$ cat src/rtl/nirs_scan_sched.sv
// NIRS acquisition scan scheduler: steps through every LED source (plus an optional
// dark slot), waits for settling, drops stale ADC frames and forwards tagged frames.
module nirs_scan_sched #(
  parameter int P_SRC_NUM    = 32,
  parameter int P_SETTLE_CYC = 5000,
  parameter int P_DISCARD    = 2,
  parameter int P_FRAMES     = 4,
  parameter int P_BLANK_CYC  = 500,
  parameter int P_DARK_EN    = 1
) (
  input  logic                 i_sysclk,
  input  logic                 i_rst_n,
  input  logic                 i_scan_en,
  output logic                 o_adc_start,
  output logic [P_SRC_NUM-1:0] o_src_onehot,
  output logic [5:0]           o_src_idx,
  input  logic [191:0]         i_adc_data,
  input  logic                 i_adc_valid,
  output logic                 o_adc_ready,
  output logic [191:0]         o_frame_data,
  output logic [9:0]           o_frame_tag,
  output logic                 o_frame_valid,
  input  logic                 i_frame_ready,
  output logic                 o_scan_done,
  output logic [15:0]          o_scan_cnt,
  output logic                 o_busy
);

  localparam int          NSLOT       = P_SRC_NUM + P_DARK_EN;
  localparam logic [5:0]  LAST_SLOT   = 6'(NSLOT - 1);
  localparam logic [31:0] SETTLE_LAST = 32'(P_SETTLE_CYC - 1);
  localparam logic [31:0] BLANK_LAST  = (P_BLANK_CYC == 0) ? 32'd0 : 32'(P_BLANK_CYC - 1);
  localparam logic [31:0] DISC_LAST   = (P_DISCARD == 0) ? 32'd0 : 32'(P_DISCARD - 1);
  localparam logic [3:0]  FRAME_LAST  = 4'(P_FRAMES - 1);
  localparam logic [P_SRC_NUM-1:0] LED_ONE = {{(P_SRC_NUM-1){1'b0}}, 1'b1};

  typedef enum logic [2:0] {IDLE, SETTLE, DISCARD, ACQ, BLANK, DONE} state_t;

  state_t        state, state_nxt;
  logic [5:0]    slot, slot_nxt;
  logic [31:0]   cnt, cnt_nxt;
  logic [3:0]    fidx, fidx_nxt;
  logic          adc_ready;
  logic          adc_xfer;
  logic          lit;
  logic [191:0]  frame_data;
  logic [9:0]    frame_tag;
  logic          frame_valid;
  logic [15:0]   scan_cnt;

  always_comb begin
    adc_ready = 1'b0;
    case (state)
      IDLE:    adc_ready = 1'b1;
      DISCARD: adc_ready = 1'b1;
      ACQ:     adc_ready = ~frame_valid | i_frame_ready;
      default: adc_ready = 1'b0;
    endcase
  end

  assign adc_xfer = i_adc_valid & adc_ready;

  always_comb begin
    state_nxt = state;
    slot_nxt  = slot;
    cnt_nxt   = cnt;
    fidx_nxt  = fidx;
    case (state)
      IDLE: begin
        // A frame still waiting downstream from an aborted scan must drain first.
        if (i_scan_en && !frame_valid) begin
          state_nxt = SETTLE;
          slot_nxt  = 6'd0;
          cnt_nxt   = 32'd0;
          fidx_nxt  = 4'd0;
        end
      end
      SETTLE: begin
        if (cnt == SETTLE_LAST) begin
          cnt_nxt   = 32'd0;
          state_nxt = (P_DISCARD == 0) ? ACQ : DISCARD;
        end else begin
          cnt_nxt = cnt + 32'd1;
        end
      end
      DISCARD: begin
        if (adc_xfer) begin
          if (cnt == DISC_LAST) begin
            cnt_nxt   = 32'd0;
            state_nxt = ACQ;
          end else begin
            cnt_nxt = cnt + 32'd1;
          end
        end
      end
      ACQ: begin
        if (adc_xfer) begin
          if (fidx == FRAME_LAST) begin
            fidx_nxt  = 4'd0;
            state_nxt = BLANK;
          end else begin
            fidx_nxt = fidx + 4'd1;
          end
        end
      end
      BLANK: begin
        if (cnt == BLANK_LAST) begin
          cnt_nxt = 32'd0;
          if (slot == LAST_SLOT) begin
            state_nxt = DONE;
          end else begin
            slot_nxt  = slot + 6'd1;
            state_nxt = SETTLE;
          end
        end else begin
          cnt_nxt = cnt + 32'd1;
        end
      end
      DONE: begin
        cnt_nxt  = 32'd0;
        fidx_nxt = 4'd0;
        slot_nxt = 6'd0;
        state_nxt = i_scan_en ? SETTLE : IDLE;
      end
      default: state_nxt = IDLE;
    endcase
    if (!i_scan_en && (state inside {SETTLE, DISCARD, ACQ, BLANK})) begin
      state_nxt = IDLE;
      cnt_nxt   = 32'd0;
      fidx_nxt  = 4'd0;
    end
  end

  always_ff @(posedge i_sysclk or negedge i_rst_n) begin
    if (!i_rst_n) begin
      state <= IDLE;
      slot  <= 6'd0;
      cnt   <= 32'd0;
      fidx  <= 4'd0;
    end else begin
      state <= state_nxt;
      slot  <= slot_nxt;
      cnt   <= cnt_nxt;
      fidx  <= fidx_nxt;
    end
  end

  // Single output register: a new frame loads only while ACQ has room for it.
  always_ff @(posedge i_sysclk or negedge i_rst_n) begin
    if (!i_rst_n) begin
      frame_valid <= 1'b0;
      frame_data  <= '0;
      frame_tag   <= '0;
      scan_cnt    <= 16'd0;
    end else begin
      if (state == ACQ && adc_xfer) begin
        frame_valid <= 1'b1;
        frame_data  <= i_adc_data;
        frame_tag   <= {slot, fidx};
      end else if (i_frame_ready) begin
        frame_valid <= 1'b0;
      end
      if (state_nxt == DONE && state != DONE) begin
        scan_cnt <= scan_cnt + 16'd1;
      end
    end
  end

  assign lit           = (state inside {SETTLE, DISCARD, ACQ}) && (slot < 6'(P_SRC_NUM));
  assign o_src_onehot  = lit ? (LED_ONE << slot) : '0;
  assign o_src_idx     = slot;
  assign o_adc_start   = (state != IDLE);
  assign o_busy        = (state != IDLE);
  assign o_scan_done   = (state == DONE);
  assign o_adc_ready   = adc_ready;
  assign o_frame_data  = frame_data;
  assign o_frame_tag   = frame_tag;
  assign o_frame_valid = frame_valid;
  assign o_scan_cnt    = scan_cnt;

endmodule

$ cat config.mk
export PLATFORM = sky130hd
export DESIGN_NAME = nirs_scan_sched
export DESIGN_NICKNAME = d
export VERILOG_FILES = /design/src/rtl/nirs_scan_sched.sv
export SDC_FILE = /design/constraint.sdc
export NUM_CORES = 1
export LEC_CHECK = 0
export ABC_AREA = 1
export CAP_MARGIN = 30
export CORE_AREA = 2 2 177 179
export CTS_CLUSTER_DIAMETER = 50
export DETAILED_ROUTE_END_ITERATION = 10
export DIE_AREA = 0 0 179 181
export MAX_ROUTING_LAYER = met4
export PLACE_DENSITY = 0.74
export SYNTH_ARGS = -nofsm -noshare
export SYNTH_HDL_FRONTEND = slang
export SYNTH_SLANG_ARGS = --single-unit
$ cat constraint.sdc
create_clock -name i_sysclk -period 6.25 [get_ports i_sysclk]
set_clock_uncertainty 0.15 [all_clocks]
set_input_delay 0.625 -clock i_sysclk [delete_from_list [all_inputs] [get_ports i_sysclk]]
set_output_delay 0.625 -clock i_sysclk [all_outputs]
set_load 0.1 [all_outputs]
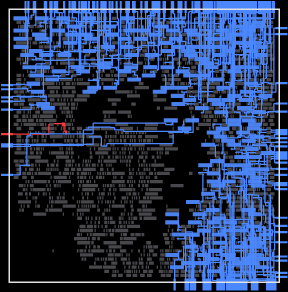
**Above:** run 1 (wires at chosen ports, followed through buffers).
Scale: 1.5 px per um.
i_adc_valid -> red  # bits 1, direction input, end cells 2, buffers 1, wire 46.1 um
o_frame_data -> blue  # bits 192, direction output, end cells 192, buffers 220, wire 9340 um
io pins: 458
# port buffers: 457

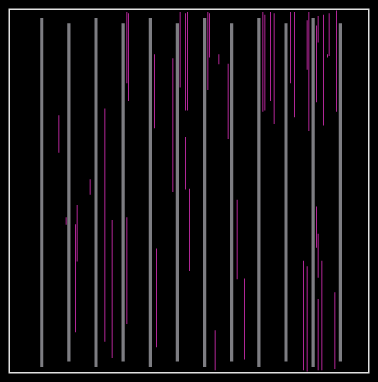
**Above:** run 1 (metal 4).
Scale: 2 px per um. Supply wires on this layer in gray.
nets with wire on the layer = 38
main direction = vertical
longest straight run = 116 um
share of all routed wire = 4.1%
Vias: 12000
routed wire length: 43700 um

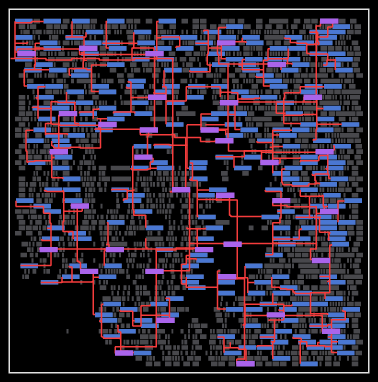
**Above:** run 1 (clock wires, drivers and flops).
Scale: 2 px per um.
clock wires -> red  # length 3630 um
flip-flops -> blue  # count 264
cells driving clock nets -> purple  # count 36
routed clock nets = 37
flops lie = spread over the die
part of the power in the clock network: 37.7%
clock network power consumption: 1.95 mW

==> deck_impl_summary.md, run 1 <==
Run Summary

Power and ir drop
  • Combinational power: 1.38 mW
  • Seq power: 1.84 mW
  • Worst VDD drop: 260 uV
  • Sequential fraction of design power: 35.6%
  • Sw power: 1.80 mW
  • Leak: 8.96 nW
  • Sw Ratio: 34.9%
  • Pwr Total: 5.17 mW

Logic synthesis
  • # Cells Yosys: 1524
  • Flops after synth: 264
  • Synth Warn #: 0
  • Count leader, synth: nand2_1
  • Post-synth top area cell: dfrtp_1
  • Yosys xor share: 1.66%
  • Ys flop type: dfrtp_1
  • Cell area leaders: dfrtp_1 (54%), nand2_1 (23%), nor2_1 (3.2%)
  • Simple Share, Synth: 34.6%
  • Distinct lib cells: 44
  • Synth Area in Compound Gates: 2.68%
  • Number of enable flip-flop cells: 0
  • FA/HA/MAJ Cells, Area Fraction: 1.03%
  • Synth mux share: 0%

Detailed routing
  • Met1 wire length: 17000 um
  • DRT antenna net count: 0
  • Met3 routed WL: 3370 um
  • Wire length on met2: 21500 um
  • Top sig layer: met4
  • Drt pass-1 iters: 7
  • DR iter-0 viols: 881
  • Residual DRC: 0

Worst setup path
  • Worst Setup End Kind: output port
  • WP data arrival: 3420 ps
  • Req. time, crit path: 5470 ps
  • Worst reg2reg path startpoint: state[1]
  • Setup slack, reg-to-reg: 3050 ps

STA
  • RSZ-0062 raised after global routing: false
  • Sum Neg Setup Slack: 0 ps
  • Final period utilization: 67.1%
  • Rel. slew slack: 29.2%
  • F_max: 238 MHz
  • Hold_ws: 11.7 ps

Cells and area
  • Post-route cell area: 19000 um2
  • Nets: 2199
  • Layout Cells excl Fill: 2415

Clocking
  • Total setup buffers inserted after CTS: 0
  • Root Buffer: clkbuf_16
  • H-tree levels: 2
  • Clock sinks: 264
  • Late-Pin Clk Latency: 510 ps
  • Cts hold-fix bufs: 0
  • Clock Pin Slew Worst Setup and Hold Paths: 60 ps
  • Total CTS buffers: 36

Run
  • Max Cap Violations: 0
  • Tool warning count: 37

Die
  • Row Count: 64
  • Core area: 30300 um2
  • Initial Utilization: 40.0%
  • Die H: 181 um
  • Die Width: 179 um

Place
  • Routability cong.: 0.924
  • Dpl ws: 2570 ps
  • Placed cell area: 17800 um2
  • DP Cell Count: 2349

Global routing
  • Initial antenna violation count: 3
  • M3 GR Usage: 6.44%
  • Vias in the first global route: 12100

Outcome
  • Status: finished clean
-- run 1: worst max-delay path: stages, from the launching register on --
cell	delay, ps
dfrtp_1	450
inv_1	140
o21ai_0	140
nor2_1	190
nand2_1	450
nor3_1	340
clkdlybuf4s50_1	1210
-- run 1: final cells by class --
type	instances	area [um2]	area share [%]
Inverter	89	344	1.82
Clock buffer	49	991	5.23
Antenna cell	4	10.0	0.0528
Tap cell	396	495	2.61
Clock inverter	12	134	0.706
Timing Repair Buffer	495	5520	29.1
Multi-Input combinational cell	1106	4850	25.6
Sequential cell	264	6610	34.9
-- run 1: sequential cells by signal, summed over array words and instances (netlist names) --
| signal | cells |
|---|---|
| cnt | 32 |
| fidx | 4 |
| o_frame_data | 192 |
| o_frame_tag | 10 |
| o_frame_valid | 1 |
| o_scan_cnt | 16 |
| o_src_idx | 6 |
| state | 3 |
-- run 1: cell usage in the layout, fill, tap and decap left out, types with 3 or more instances in the layout --
master | synthesis | routed
nand2_1 | 736 | 736
clkdlybuf4s50_1 | 0 | 455
dfrtp_1 | 264 | 264
nor2_1 | 104 | 104
inv_1 | 79 | 79
nand3_1 | 62 | 62
nand4_1 | 39 | 39
clkbuf_16 | 0 | 37
buf_16 | 0 | 32
o21ai_0 | 30 | 30
nor3_1 | 23 | 23
nor2_2 | 21 | 21
xor2_1 | 21 | 21
nand2_2 | 11 | 11
ha_1 | 10 | 10
clkbuf_1 | 13 | 10
a21oi_1 | 9 | 9
inv_2 | 8 | 7
buf_4 | 6 | 6
diode_2 | 0 | 4
nor2_4 | 4 | 4
nor4_1 | 4 | 4
clkinv_2 | 0 | 4
o21ai_1 | 3 | 3
inv_6 | 1 | 3
o211ai_1 | 3 | 3
a31oi_1 | 3 | 3
clkinv_4 | 0 | 3
**Run 1: routing congestion map**

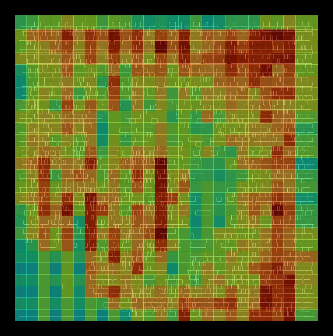

--- run 2 (diff from run 1) ---
--- a/config.mk
+++ b/config.mk
@@ -7,12 +7,11 @@
 export LEC_CHECK = 0
 export ABC_AREA = 1
 export CAP_MARGIN = 30
-export CORE_AREA = 2 2 177 179
+export CORE_UTILIZATION = 40
 export CTS_CLUSTER_DIAMETER = 50
 export DETAILED_ROUTE_END_ITERATION = 10
-export DIE_AREA = 0 0 179 181
 export MAX_ROUTING_LAYER = met4
-export PLACE_DENSITY = 0.74
+export PLACE_DENSITY = 0.77
 export SYNTH_ARGS = -nofsm -noshare
 export SYNTH_HDL_FRONTEND = slang
 export SYNTH_SLANG_ARGS = --single-unit
==> constraint.sdc (replaced) <==
create_clock -name i_sysclk -period 3.5 [get_ports i_sysclk]
set_clock_uncertainty 0.15 [all_clocks]
set_input_delay 0.35 -clock i_sysclk [delete_from_list [all_inputs] [get_ports i_sysclk]]
set_output_delay 0.35 -clock i_sysclk [all_outputs]
set_load 0.1 [all_outputs]
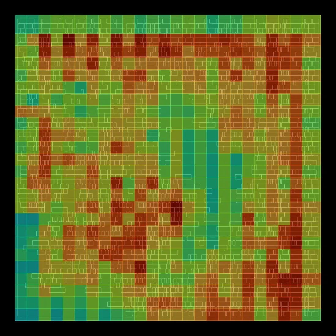
**Above:** run 2 (routing congestion map).
Util after Layout: 63.2%
Wirelength per Cell: 17.9 um
met1 Use GR: 32.9%

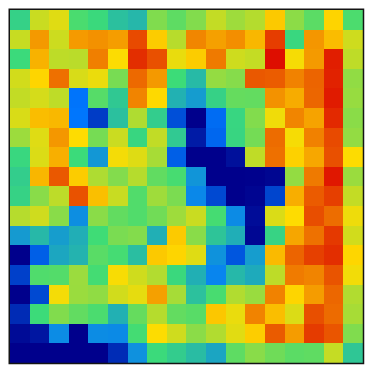
**Above:** run 2 (cell density map).
Scale: 2 px per um. 18 x 18 tiles, from dark blue (low) to red (high), 0 to 100% covered.
fullest tile = 99%
mean over tiles = 59%
tiles over 75% full = 29%
nearly empty tiles = 5.6%
core area: 29800 um2
Initial Utilization: 40.8%

==> run 2 against run 1 <==
Critical path depth did not move; final cell count is 0.29% lower; total power rose by 80%; global-route usage rose by 0.53 points; area after synthesis did not move; wire length fell by 1.4%; final area fell by 0.59%; clock power is 85% higher; combinational power increased by 77%; worst hold slack improved by 210 ps; register-to-register slack worse by 2000 ps; worst setup slack worse by 1500 ps; critical path type unchanged; critical endpoint is now o_src_onehot[31].
==> deck_impl_summary.md, run 2 <==
Run Summary

Clocking
  • H-tree levels: 2 (unchanged)
  • Clock Pin Slew Worst Setup and Hold Paths: 60 ps (about the same)
  • Clock sinks: 264 (unchanged)
  • Total setup buffers inserted after CTS: 0 (unchanged)
  • Root Buffer: clkbuf_16
  • Total CTS buffers: 35 (-2.8%)
  • Late-Pin Clk Latency: 510 ps (about the same)

Logic synthesis
  • Synth Warn #: 0 (unchanged)
  • Post-synth top area cell: dfrtp_1
  • Ys flop type: dfrtp_1
  • Cell area leaders: dfrtp_1 (54%), nand2_1 (23%), nor2_1 (3.2%)
  • Flops after synth: 264 (unchanged)
  • Max-area cell share: 54.4%
  • Async set-reset flop share out of synthesis: 100%
  • Distinct lib cells: 44 (unchanged)
  • Count leader, synth: nand2_1
  • Number of enable flip-flop cells: 0 (unchanged)
  • # Cells Yosys: 1524 (unchanged)

Detailed routing
  • DR iter-0 viols: 977 (+11%)
  • Residual DRC: 0 (unchanged)
  • Routed wire length: 43000 um (-1.4%)
  • DRT antenna net count: 0 (unchanged)
  • Vias: 12000 (-0.18%)
  • Drt pass-1 iters: 5 (-2)

Power and ir drop
  • Worst VDD drop: 419 uV (+61%)
  • Combinational power: 2.44 mW (+77%)
  • Sequential fraction of design power: 35.2% (-0.4 points)
  • Pwr Total: 9.32 mW (+80%)
  • Leak: 9.07 nW (+1.2%)
  • Sw Ratio: 35.1% (+0.14 points)
  • Cell Int Power: 6.05 mW
  • Sw power: 3.27 mW (+81%)
  • Pwr per Cell Area: 495 nW/um2
  • Part of the power in the clock network: 38.6% (+0.9 points)
  • Seq power: 3.28 mW (+78%)
  • Clock network power consumption: 3.60 mW (+85%)

Place
  • Dpl ws: 870 ps (-1700 ps)
  • DP Cell Count: 2345 (-0.17%)
  • Placed cell area: 17700 um2 (-0.75%)
  • # port buffers: 457 (unchanged)
  • Routability cong.: 0.940 (+1.7%)

Worst setup path
  • Worst Setup End Kind: output port
  • Max stage delay on crit path: 440 ps (-770 ps)
  • Worst path top cell family by delay: simple AND/OR/NAND/NOR gates
  • CP bufs+invs: 2 (unchanged)
  • Critical-path top delay cell: dfrtp_1
  • CP Cell Sequence: inv_1, o21ai_0, nor2_1, nand2_1, nor3_1, buf_4
  • WP data arrival: 2470 ps (-950 ps)
  • Req. time, crit path: 3000 ps (-2470 ps)

Die
  • Row Count: 63 (-1.6%)
  • Io pins: 458 (unchanged)
  • Die H: 176 um (-2.6%)
  • Die Width: 176 um (-1.5%)

Outcome
  • Status: finished clean

Cells and area
  • Max reg flops: 192 (unchanged)
  • Top Layout Cells: nand2_1 (736), clkdlybuf4s50_1 (411), dfrtp_1 (264), nor2_1 (104), inv_1 (79)
  • Post-route cell area: 18800 um2 (-0.59%)
  • Storage cell area: 6610 um2 (unchanged)
  • Layout Cells excl Fill: 2408 (-0.29%)
  • Nets: 2200 (+0.045%)
  • Commonest Layout Cell: nand2_1
  • Logic area: 4850 um2 (unchanged)

Global routing
  • Pin count of the biggest net entering global routing: 168
  • M3 GR Usage: 5.81% (-0.63 points)
  • Global routing's busiest layer: met2
  • Vias in the first global route: 11800 (-2.2%)
  • Initial antenna violation count: 1 (-2)
  • Met2 Use GR: 45.6%

STA
  • Final setup margin: 530 ps
  • RSZ-0062 raised after global routing: false
  • F_max: 337 MHz
  • Sum Neg Setup Slack: 0 ps (unchanged)
  • Rel. slew slack: 29.1% (-0.039 points)
  • Hold_ws: 221 ps (+210 ps)
  • Final period utilization: 84.9%

Run
  • Max Cap Violations: 0 (unchanged)
  • Tool warning count: 36 (-2.7%)
[run 2: cell counts after synthesis]
No cell type changed its count.
[run 2: final cells by class]
type,instances,share of cell area (%)
Sequential cell,264,35.1
Antenna cell,1,0.0133
Inverter,89,1.83
Multi-Input combinational cell,1106,25.8
Timing Repair Buffer,497,28.5
Tap cell,390,2.59
Clock inverter,14,0.843
Clock buffer,47,5.37
[run 2: routing by layer]
layer,share of wire (%),vias to the layer above
met3,7.6,116
met1,39,5711
met4,4.5,0
li1,-,5689
met5,0,-
met2,49,490
[run 2: cell families (layout without fill, tap and decap cells)]
logic type | Yosys count | count (layout) | synth area share [%]
xor+xnor | 23 | 23 | 1.66
simple gates | 1016 | 1016 | 34.6
buf+inv | 154 | 647 | 5.70
other cells | 0 | 1 | 0
compound gates | 57 | 57 | 2.68
fa+ha+maj | 10 | 10 | 1.03
flops | 264 | 264 | 54.4
[run 2: timing repair]
item | in CTS | in global routing
hold endpoints to repair | 101 | 0
endpoints found under the setup margin | 0 | 0
hold buffers | 1 | 0
[run 2: worst paths after layout]
| kind | from | end | slack, ps | cells past startpoint |
|---|---|---|---|---|
| setup / recovery | state[2] | o_src_onehot[31] | 530 | 6 |
| hold reg to reg | o_frame_data[73] | o_frame_data[73] | 320 | 2 |
| hold / removal | i_adc_data[86] | o_frame_data[86] | 220 | 3 |
| max in group asynchronous | i_rst_n | o_frame_data[163] | 1870 | 3 |
| min in group asynchronous | i_rst_n | o_frame_data[48] | 320 | 2 |
| setup reg to reg | o_src_idx[0] | o_scan_cnt[2] | 1040 | 10 |
[run 2: worst min-delay path, stage by stage]
cell and delay, ps:
clkdlybuf4s50_1 390, nand2_1 60, nand2_1 50
Power and IR drop assume default switching activity.
